Design time_display_scanner, sky130hd; sources not shown.
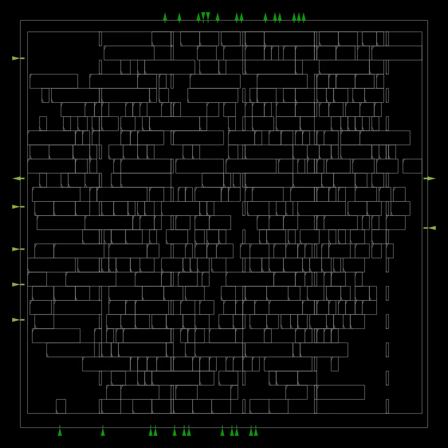
(images/placement.png)
Util after Layout: 66.6%
Fill cells: 463
row cnt: 27

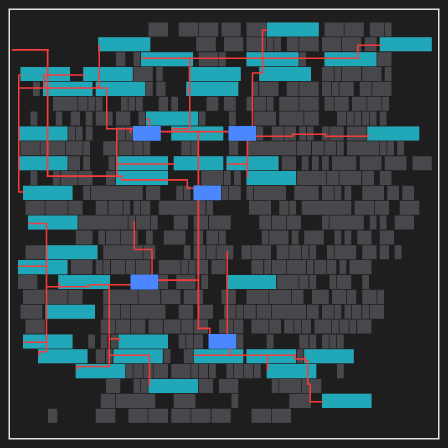
(images/clk_routes.png)
Blue stands for clock drivers, count 5. Red stands for clock wires, length 512 um. Cyan stands for flip-flops, count 41.
Position of the flops: widely spread. There are 6 routed clock nets.
worst-skew pair later-pin latency: 0.29 ns
Clock Skew: 0.0131 ns
Clk. pwr: 0.403 mW

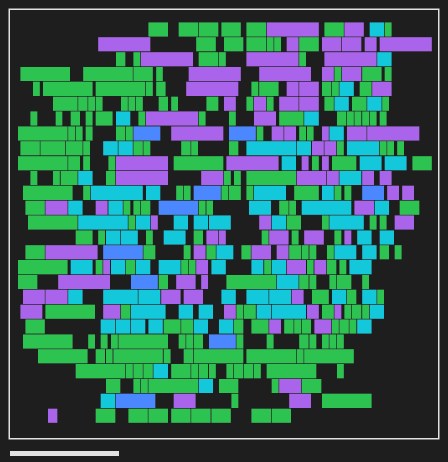
(images/sizes.png)
Bar = 20 um.
Cyan stands for _3 and _4 cells, cells 75, most used buf_4. Blue stands for _6 and larger, cells 9, most used clkbuf_8. Purple stands for _2 cells, cells 83, most used nand3_2. Green stands for _0 and _1 cells, cells 240, most used nand2_1.
post-route cell area: 3710 sq um
final worst slack: -0.340 ns

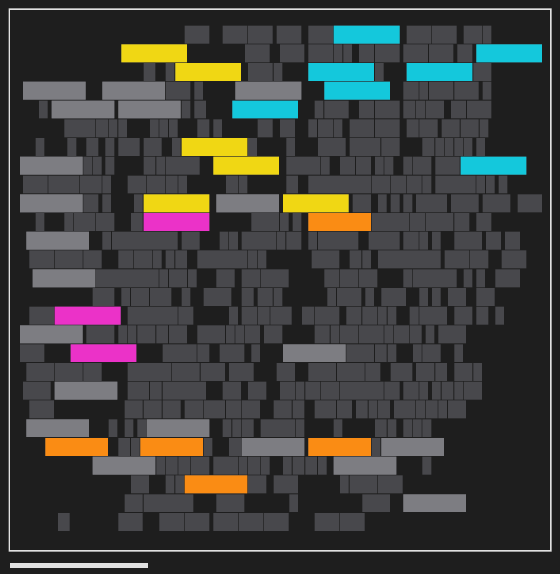
(images/flops_by_reg.png)
Bar = 20 um. Other sequential cells in the stronger grey, the rest of the logic in the fainter grey.
Yellow stands for `an`, flops 6. Magenta stands for `idx`, flops 3. Orange stands for `snap_hour`, flops 5. Cyan stands for `seg`, flops 7.
register area: 1050 sq um
Seq area share: 28.2%
P_seq: 0.650 mW

==> results.json <==
{
  "wl_met3_um": 191,
  "setup_violations": 7,
  "rsz0062_at_grt": "yes",
  "warnings": 34,
  "drc_errors": 0,
  "ys_ff": 41,
  "viasPerCell": 4.92,
  "top_cells_by_area": "dfrtp_1, dfstp_2, nand2_1",
  "nClkBuffers": 7,
  "cts_inserted_buffers": 5,
  "finalWorstSetupSlack_ns": -0.340,
  "cp-end-kind": "flip-flop",
  "largest_register_ffs": 7,
  "lay_top_count": "buf_4",
  "synthArstFlopShare_pct": 100,
  "comb_share_pct": 42.4,
  "wl_met2_um": 3340,
  "grt.total_usage_pct": 22.0,
  "adder_share_pct": 4.29,
  "final-clk-cell-share_pct": 2.29,
  "switchingPower_mw": 0.419,
  "ctsHtreeMaxLevel": 2,
  "clk_path_buf_depth": 2,
  "placed_cells": 457,
  "placed_area_sq_um": 3300,
  "finalClockPeriodUsage_pct": 113,
  "die_h_um": 78.4,
  "cellLeakagePower_nw": 1.72,
  "area_growth_pct": 41.5,
  "firstDrtPassIters": 4,
  "pre_cts_ws_ns": -0.292,
  "switching_share_pct": 29.8,
  "dr.first_iter.drc_count": 107,
  "most_common_cell": "nand2_1",
  "slew_headroom_pct": 40.8,
  "pwr-share-seq_pct": 46.2,
  "yosys_area_sq_um": 2620,
  "dpl.hpwl_um": 4530,
  "ys_sh_aoi_pct": 8.87,
  "xor_area_share_pct": 1.34,
  "finalHoldViolCount": 0,
  "outcome": "finished, violations left",
  "grt_max_degree": 42,
  "fmax_mhz": 334,
  "flop_cell": "dfrtp_1",
  "cts.sinks": 41,
  "root_buffer": "clkbuf_8",
  "failed_checks": "negative setup slack",
  "grt_pass1_wl_um": 10500,
  "cpMostUsedCell": "nand2_2",
  "holdBufCountCts": 0,
  "drv_slew": 0,
  "crit_required_ns": 2.88,
  "antenna_found_initial": 0,
  "via_count": 2359,
  "period_needed_ns": 2.99,
  "antenna-diode-count": 0,
  "crit_path_top_delay_cell": "dfstp_2",
  "ys_seq_share_pct": 39.9,
  "fp_util_pct": 47.1
}
critical path: cells and delay by family (launching register included):
family / cells / cell delay, ns
AND/OR/NAND/NOR: 20 / 1.61
flip-flops: 1 / 0.67
adder cells (fa/ha/maj): 2 / 0.43
buffers and inverters: 2 / 0.17
AND-OR/OR-AND: 1 / 0.05
power by group through the flow:
stage / sequential [mW] / combinational [mW] / clock (mW)
after floorplan: 0.657 / 0.167 / 0
after global placement: 0.660 / 0.267 / 0
after detailed placement: 0.660 / 0.272 / 0
after CTS: 0.650 / 0.295 / 0.411
after global routing: 0.652 / 0.385 / 0.442
final: 0.650 / 0.353 / 0.403
layer usage:
metal / vias to the layer above / GRT usage (%)
li1: 1205 / -
met1: 1099 / 28.0
met2: 41 / 38.8
met3: 14 / 2.91
met4: 0 / 6.48
met5: - / 0
Power is estimated from default activity; no workload was simulated.
